**src/rtl/alu_seq.sv**
```systemverilog
// Registered multi-op ALU with a C/Z/N/V flags register loaded under fi.
// Define ALU_SHIFT_EN to build the iterative one-bit-per-cycle SHL/SHR path.
module alu_seq #(
  parameter int WIDTH = 8
) (
  input  logic             clk,
  input  logic             rst,
  input  logic             start,
  input  logic [2:0]       op,
  input  logic             fi,
  input  logic [WIDTH-1:0] a,
  input  logic [WIDTH-1:0] b,
  output logic [WIDTH-1:0] out,
  output logic             valid,
  output logic             busy,
  output logic             carry,
  output logic             zero,
  output logic             negative,
  output logic             overflow
);

  localparam logic [2:0] OP_ADD = 3'b000;
  localparam logic [2:0] OP_SUB = 3'b001;
  localparam logic [2:0] OP_ADC = 3'b010;
  localparam logic [2:0] OP_SBB = 3'b011;
  localparam logic [2:0] OP_AND = 3'b100;
  localparam logic [2:0] OP_OR  = 3'b101;

  logic [WIDTH-1:0] out_q, out_d;
  logic             valid_q, valid_d;
  logic             c_q, c_d, z_q, z_d, n_q, n_d, v_q, v_d;

  logic [WIDTH:0]   ext;
  logic [WIDTH-1:0] alu_r;
  logic             alu_c, alu_v;
  logic             ld;

  // Single-cycle result; opcodes 11x pass a through and become shifts only
  // when the iterative path is built and the amount is non-zero.
  always_comb begin
    ext   = '0;
    alu_v = 1'b0;
    case (op)
      OP_ADD:  ext = {1'b0, a} + {1'b0, b};
      OP_SUB:  ext = {1'b0, a} - {1'b0, b};
      OP_ADC:  ext = {1'b0, a} + {1'b0, b} + {{WIDTH{1'b0}}, c_q};
      OP_SBB:  ext = {1'b0, a} - {1'b0, b} - {{WIDTH{1'b0}}, c_q};
      OP_AND:  ext = {1'b0, a & b};
      OP_OR:   ext = {1'b0, a | b};
      default: ext = {1'b0, a};
    endcase
    case (op)
      OP_ADD, OP_ADC: alu_v = (a[WIDTH-1] == b[WIDTH-1]) && (ext[WIDTH-1] != a[WIDTH-1]);
      OP_SUB, OP_SBB: alu_v = (a[WIDTH-1] != b[WIDTH-1]) && (ext[WIDTH-1] != a[WIDTH-1]);
      default:        alu_v = 1'b0;
    endcase
    alu_r = ext[WIDTH-1:0];
    alu_c = ext[WIDTH];
  end

`ifdef ALU_SHIFT_EN
  localparam int SHW = (WIDTH > 1) ? $clog2(WIDTH) : 1;
  localparam logic [0:0] S_IDLE  = 1'b0;
  localparam logic [0:0] S_SHIFT = 1'b1;

  logic [0:0]       state_q, state_d;
  logic [WIDTH-1:0] sh_q, sh_d, sh_step;
  logic [SHW-1:0]   cnt_q, cnt_d;
  logic             dir_q, dir_d;
  logic             fi_q, fi_d;
  logic             sh_bit;

  always_comb begin
    if (dir_q) begin
      sh_step = sh_q >> 1;
      sh_bit  = sh_q[0];
    end else begin
      sh_step = sh_q << 1;
      sh_bit  = sh_q[WIDTH-1];
    end
  end

  always_comb begin
    out_d   = out_q;
    valid_d = 1'b0;
    c_d     = c_q;
    z_d     = z_q;
    n_d     = n_q;
    v_d     = v_q;
    ld      = 1'b0;
    state_d = state_q;
    sh_d    = sh_q;
    cnt_d   = cnt_q;
    dir_d   = dir_q;
    fi_d    = fi_q;
    if (state_q == S_SHIFT) begin
      sh_d  = sh_step;
      cnt_d = cnt_q - SHW'(1);
      if (cnt_q == SHW'(1)) begin
        out_d   = sh_step;
        valid_d = 1'b1;
        state_d = S_IDLE;
        if (fi_q) begin
          c_d = sh_bit;
          z_d = (sh_step == '0);
          n_d = sh_step[WIDTH-1];
          v_d = 1'b0;
        end
      end
    end else if (start) begin
      if (op[2:1] == 2'b11 && b[SHW-1:0] != '0) begin
        sh_d    = a;
        cnt_d   = b[SHW-1:0];
        dir_d   = op[0];
        fi_d    = fi;
        state_d = S_SHIFT;
      end else begin
        ld = 1'b1;
      end
    end
    if (ld) begin
      out_d   = alu_r;
      valid_d = 1'b1;
      if (fi) begin
        c_d = alu_c;
        z_d = (alu_r == '0);
        n_d = alu_r[WIDTH-1];
        v_d = alu_v;
      end
    end
  end

  always_ff @(posedge clk or negedge rst) begin
    if (!rst) begin
      state_q <= S_IDLE;
      sh_q    <= '0;
      cnt_q   <= '0;
      dir_q   <= 1'b0;
      fi_q    <= 1'b0;
    end else begin
      state_q <= state_d;
      sh_q    <= sh_d;
      cnt_q   <= cnt_d;
      dir_q   <= dir_d;
      fi_q    <= fi_d;
    end
  end

  assign busy = (state_q == S_SHIFT);
`else
  always_comb begin
    out_d   = out_q;
    valid_d = 1'b0;
    c_d     = c_q;
    z_d     = z_q;
    n_d     = n_q;
    v_d     = v_q;
    ld      = start;
    if (ld) begin
      out_d   = alu_r;
      valid_d = 1'b1;
      if (fi) begin
        c_d = alu_c;
        z_d = (alu_r == '0);
        n_d = alu_r[WIDTH-1];
        v_d = alu_v;
      end
    end
  end

  assign busy = 1'b0;
`endif

  always_ff @(posedge clk or negedge rst) begin
    if (!rst) begin
      out_q   <= '0;
      valid_q <= 1'b0;
      c_q     <= 1'b0;
      z_q     <= 1'b0;
      n_q     <= 1'b0;
      v_q     <= 1'b0;
    end else begin
      out_q   <= out_d;
      valid_q <= valid_d;
      c_q     <= c_d;
      z_q     <= z_d;
      n_q     <= n_d;
      v_q     <= v_d;
    end
  end

  assign out      = out_q;
  assign valid    = valid_q;
  assign carry    = c_q;
  assign zero     = z_q;
  assign negative = n_q;
  assign overflow = v_q;

endmodule

```
**config.mk**
```make
export PLATFORM = sky130hd
export DESIGN_NAME = alu_seq
export DESIGN_NICKNAME = d
export VERILOG_FILES = /design/src/rtl/alu_seq.sv
export SDC_FILE = /design/constraint.sdc
export NUM_CORES = 1
export LEC_CHECK = 0
export ABC_AREA = 1
export CAP_MARGIN = 20
export CORE_MARGIN = 4
export CORE_UTILIZATION = 35
export DETAILED_ROUTE_END_ITERATION = 10
export PLACE_DENSITY = 0.54
export SKIP_LAST_GASP = 1
export SYNTH_ARGS = -nofsm -noshare
export SYNTH_HDL_FRONTEND = slang
export SYNTH_SLANG_ARGS = --single-unit
```
**constraint.sdc**
```tcl
create_clock -name clk -period 2.1 [get_ports clk]
set_input_delay 0.63 -clock clk [delete_from_list [all_inputs] [get_ports clk]]
set_output_delay 0.63 -clock clk [all_outputs]
set_load 0.01 [all_outputs]
```
==> impl_metrics.csv, run 1 <==
group,metric,value,unit
outcome,outcome,"finished, violations left",
outcome,failing_checks,"negative setup slack",
power_and_ir_drop,power.density,402.5,nW/um^2
synth,synth.cellmix.simpleShare,0.4549,
synth,compound_area_frac,0.1104,
drt,totalWireLength,8252,um
cts,cts_made_buffers,3,
cells_and_area,layout.cell_area.non_filler,3986,um^2
placement,buffer_ports.inserted,35,
drt,drc_markers,0,
sta,setup_viol_count_final,11,
synth,post_synth_xor_area_fraction,0,
synth,synth_flop_count,13,
critical_path,delay_of_the_slowest_critical_path_stage,560,ps
synth,synth_stat.cells,384,
critical_path,crit_path_cell_trace,"buf_12 -> ha_4 -> inv_2 -> fa_2 -> inv_2 -> ha_4 -> inv_4 -> nand2_1 -> nand2_1 -> o21ai_1 -> inv_1 -> nand2_2 -> o21ai_2 -> nand2_1 -> nor2_1 -> nand3_1 -> nor2_1 -> nand3_1 -> nand2_1",
sta,slew-limit-headroom,0.6073,
critical_path,worstPathArrival,2650,ps
sta,worst_clock_skew,3.043,ps
critical_path,cp-start-kind,"input port",
cts,worst_skew_pair.late_latency,240,ps
worst_hold_path,timing.hold.worst.class,"reg -> reg",
sta,post-route-worst-setup-slack,-371.5,ps
cts,clock_sink_count,13,
synth,synth.top_cell.area_share,0.1863,
sta,grt_setup_unrepaired,"true",
power_and_ir_drop,post_layout_total_power,1.605,mW
power_and_ir_drop,maximum_ir_drop_on_the_vdd_rail,0.0004361,V
synth,post_synth_mux_area_share,0,
synth,number_of_synthesized_flops_with_an_enable_pin,0,
drt,initialDrtViolationCount,145,
sta,achievable-frequency,404.6,MHz
drt,ant_nets,0,
synth,netlist_area,2277,um^2
-- run 1: path summary, 6_finish.rpt --
| kind | startpoint | to | slack (ps) | cells after the start |
|---|---|---|---|---|
| max | a[0] | zero | -370 | 19 |
| min | out[0] | out[0] | 480 | 2 |
| min in group asynchronous | rst | overflow | 770 | 1 |
| min reg2reg | out[0] | out[0] | 480 | 2 |
| max reg2reg | carry | zero | 130 | 15 |
| max in group asynchronous | rst | out[4] | 950 | 1 |
-- run 1: worst register-to-register path: stages, from the launching register on --
cell and delay (ps):
sky130_fd_sc_hd__dfrtp_1 420, sky130_fd_sc_hd__ha_1 290, sky130_fd_sc_hd__ha_4 200, sky130_fd_sc_hd__inv_4 70, sky130_fd_sc_hd__nand3_2 80, sky130_fd_sc_hd__nand3_2 60
sky130_fd_sc_hd__o21ai_1 60, sky130_fd_sc_hd__inv_1 60, sky130_fd_sc_hd__nand2_2 50, sky130_fd_sc_hd__o21ai_2 80, sky130_fd_sc_hd__nand2_1 70, sky130_fd_sc_hd__nor2_1 110
sky130_fd_sc_hd__nand3_1 90, sky130_fd_sc_hd__nor2_1 130, sky130_fd_sc_hd__nand3_1 90, sky130_fd_sc_hd__nand2_1 60
-- run 1: cells by family after synthesis --
| family | after synthesis |
|---|---|
| buffers and inverters | 62 |
| other | 1 |
| AOI/OAI and AO/OA | 42 |
| and+or+nand+nor | 235 |
| adders and majority gates | 31 |
| DFF | 13 |
-- run 1: state kept, by name, indices dropped and copies added, names as in the netlist --
signal,count
carry,1
zero,1
negative,1
overflow,1
out,8
valid,1
-- run 1: per-layer routing --
metal,up-vias,track usage,wire [um]
li1,1480,-,-
met5,-,0,0
met1,1383,0.2578,3552
met2,68,0.3920,4270
met3,14,0.01304,298
met4,0,0.04396,130
-- run 1: layout make-up --
cell class                 instances  area [um^2]  share of cell area
tap                               77        96.34             0.02417
inverter                          56        232.7             0.05838
sequential                        13        325.3             0.08161
timing repair buffer             125         1046              0.2624
multi-input combinational        309         2241              0.5621
clock buffer                       4        45.04             0.01130
-- run 1: per-stage QoR --
stage	worst slack [ps]	setup TNS (ps)
finish	-371.5	-2563
global route	-560.4	-4022
CTS	-403.8	-3319
detailed placement	-1254	-11670
global placement	-1256	-11480
floorplan	-309.4	-1607
-- run 1: timing repair --
| item | 4_1_cts | 5_1_grt |
|---|---|---|
| cloned | 0 | 0 |
| hold buffers | 0 | 0 |
| resized | 74 | 93 |
| setup buffers | 7 | 5 |
| endpoints found under the setup margin | 12 | 12 |
| pin swaps | 30 | 44 |
-- run 1: layout by cell type (no fill, tap or decap), drive strengths merged --
cell	count
o2111ai	1
inv	56
clkdlybuf4s50	20
nand4	5
dlygate4sd2	3
nand2	122
nand3	56
a211oi	2
clkbuf	7
ha	29
o2bb2ai	1
o22ai	2
or2	3
o21a	1
buf	92
fa	2
o21bai	1
dfrtp	13
and2	1
o221ai	1
conb	1
nand3b	1
o31ai	1
nor2	47
o21ai	16
a21oi	16
dlymetal6s2s	5
clkdlybuf4s15	2
-- run 1: report_power, final --
part / leakage (nW) / switching (mW) / internal, mW
combinational: 1.78 / 0.576 / 0.503
clock: 0.0228 / 0.0879 / 0.134
sequential: 0.163 / 0.0193 / 0.285
Fig. 1: run 1, placement view
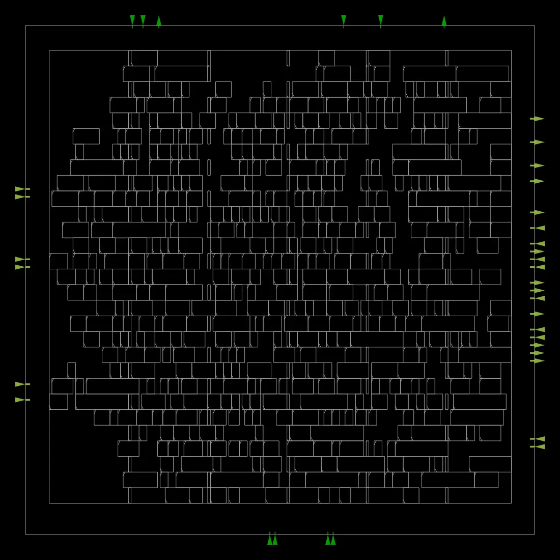
Post-Route Utilization: 0.6278
fill cell total of the finished layout: 594
flop count: 13
number of standard-cell rows in the floorplan: 29
final std cells w/o fill: 584

Fig. 2: run 1, metal 1
Drawn at 6 px/um. Supply wires on this layer in gray. Cells faint in the background.
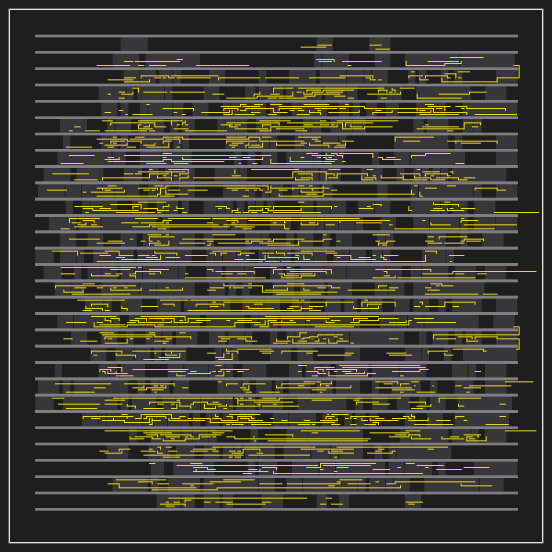
nets with wire on the layer = 488
main direction = horizontal
share of all routed wire = 43%
wire length on this layer = 3550 um
longest straight run = 30.6 um

Fig. 3: run 1, local utilization
Drawn at 4 px/um. The die is cut into 9 by 9 equal tiles; dark blue is low, red is high, 0 to 100% covered.
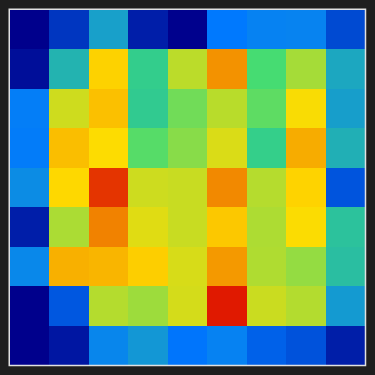
fullest tile = 97%
tiles over 75% full = 20%
nearly empty tiles = 4.9%
Placeable Area: 6350 um^2
effective utilization at floorplan: 0.3586

==> run 2: changes to the inputs <==
--- a/config.mk
+++ b/config.mk
@@ -6,6 +6,7 @@
 export NUM_CORES = 1
 export LEC_CHECK = 0
 export ABC_AREA = 1
+export ABC_CLOCK_PERIOD_IN_PS = 2100
 export CAP_MARGIN = 20
 export CORE_MARGIN = 4
 export CORE_UTILIZATION = 35
Fig. 4: run 2, metal 1
Drawn at 6 px/um. Supply wires on this layer in gray. Cells faint in the background.
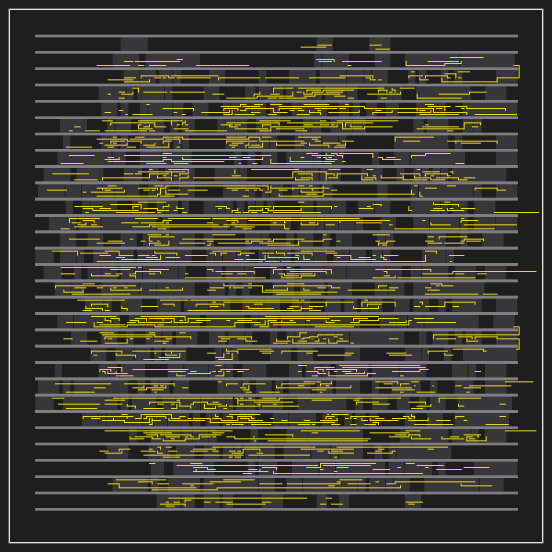
longest straight run = 30.6 um
share of all routed wire = 43%
main direction = horizontal
wire length on this layer = 3550 um
nets with wire on the layer = 488

==> run 2 against run 1 <==
  * The run still ends with negative setup slack left
  * Cell count did not move
  * Design area stayed put
  * Synthesized area unchanged
  * Combinational power about the same
  * Via count unchanged
  * Sequential cell count did not move
  * Critical path depth stayed put
  * Clock-buffer cell count unchanged
  * Hold slack unchanged
==> impl_metrics.csv, run 2 <==
group,metric,value,unit
cts,clock_sink_count,13,
critical_path,timing.critical_path.slowest_stage_cell,"sky130_fd_sc_hd__fa_2",
sta,finalMaxSlewViolations,0,
power_and_ir_drop,post_layout_total_power,1.605,mW
synth,synth_flop_count,13,
die,core-area,6350,um^2
cells_and_area,layout-drive-gt1-share,0.4753,
synth,netlist_area,2277,um^2
critical_path,worstPathArrival,2650,ps
worst_hold_path,timing.hold.worst.class,"reg -> reg",
critical_path,endpoint_kind,"flip-flop",
die,floorplan.initialDensity,0.3586,
critical_path,worst_r2r_path_depth,15,
drt,totalWireLength,8252,um
critical_path,r2r_start,"carry",
sta,slew-limit-headroom,0.6073,
cells_and_area,layout.filler_cells,594,
drt,ant_nets,0,
cts,worst_skew_pair.late_latency,240,ps
drt,drc_markers,0,
outcome,failing_checks,"negative setup slack",
cts,tritoncts,"yes",
sta,setup_viol_count_final,11,
outcome,outcome,"finished, violations left",
power_and_ir_drop,maximum_ir_drop_on_the_vdd_rail,0.0004361,V
cells_and_area,postLayoutCoreUtil,0.6278,
sta,worst_pin_slew,587.2,ps
cts,cts_made_buffers,3,
cells_and_area,max_ffs_per_register,8,
sta,post-route-worst-setup-slack,-371.5,ps
synth,synth_stat.cells,384,
critical_path,delay_of_the_slowest_critical_path_stage,560,ps
cts,count_of_hold_buffers_inserted_by_post_cts_repair,0,
worst_hold_path,whs_path_depth,2,
worst_hold_path,hold_path.startpoint,"out[0]",
sta,grt_setup_unrepaired,"true",
synth,number_of_synthesized_flops_with_an_enable_pin,0,
critical_path,crit_path_cell_trace,"buf_12 -> ha_4 -> inv_2 -> fa_2 -> inv_2 -> ha_4 -> inv_4 -> nand2_1 -> nand2_1 -> o21ai_1 -> inv_1 -> nand2_2 -> o21ai_2 -> nand2_1 -> nor2_1 -> nand3_1 -> nor2_1 -> nand3_1 -> nand2_1",
sta,worst_clock_skew,3.043,ps
critical_path,cp-start-kind,"input port",
critical_path,crit_path_start,"a[0]",
critical_path,cp_num_cells,19,
cells_and_area,most_common_logic_cell_in_the_routed_design,"sky130_fd_sc_hd__nand2_1",
die,number_of_standard_cell_rows_in_the_floorplan,29,
cells_and_area,final_cell_mix,"sky130_fd_sc_hd__nand2_1 (88), sky130_fd_sc_hd__buf_4 (86), sky130_fd_sc_hd__nand3_1 (32)",
placement,buffer_ports.inserted,35,
power_and_ir_drop,power.density,402.5,nW/um^2
drt,initialDrtViolationCount,145,
==> run 2: cells by family (layout without fill, tap and decap cells) <==
kind of cell,count (synthesis),count (layout),synth area share
simple gates,235,235,0.4549
buf+inv,62,185,0.1132
compound gates,42,42,0.1104
fa+ha+maj,31,31,0.1769
flops,13,13,0.1429
other cells,1,1,0.001647
==> run 2: worst paths after layout <==
| check | end | slack [ps] |
|---|---|---|
| setup / recovery | zero | -370 |
| hold / removal | out[0] | 480 |
| setup reg to reg | zero | 130 |
| hold reg to reg | out[0] | 480 |
| max in group asynchronous | out[4] | 950 |
| min in group asynchronous | overflow | 770 |
==> run 2: per-stage QoR <==
stage                     setup slack (ps)  instance area (um^2)
after floorplan                     -309.4                  2377
after global placement               -1256                  3382
after detailed placement             -1254                  3382
after CTS                           -403.8                  3672
after global routing                -560.4                  3986
final                               -371.5                  3986
==> run 2: metal layers <==
layer | up-vias | part of all wire | routed length, um | global-route usage
met3 | 14 | 0.036 | 298 | 0.01304
met5 | - | 0 | 0 | 0
met1 | 1383 | 0.43 | 3552 | 0.2578
met4 | 0 | 0.016 | 130 | 0.04396
li1 | 1480 | - | - | -
met2 | 68 | 0.52 | 4270 | 0.3920
==> run 2: timing repair <==
item                                   4_1_cts  5_1_grt
setup endpoints to repair                   12       12
buffers inserted                             7        5
pin swaps                                   30       44
endpoints found under the hold margin        0        0
gates resized                               74       93
==> run 2: report_power, final <==
part | internal (mW) | total (mW) | leakage (nW) | switching (mW)
Sequential | 0.285 | 0.304 | 0.163 | 0.0193
Combinational | 0.503 | 1.08 | 1.78 | 0.576
Clock | 0.134 | 0.222 | 0.0228 | 0.0879
==> run 2: worst min-delay path, stage by stage, from the launching register on <==
cell and delay, ps:
sky130_fd_sc_hd__dfrtp_1 340, sky130_fd_sc_hd__nand2_1 50, sky130_fd_sc_hd__nand2_1 50
==> run 2: layout make-up <==
cell class,count,area [um^2],share of cell area
clock buffer,4,45.04,0.01130
inverter,56,232.7,0.05838
sequential,13,325.3,0.08161
tap,77,96.34,0.02417
timing repair buffer,125,1046,0.2624
multi-input combinational,309,2241,0.5621
Power is estimated from default activity; no workload was simulated.
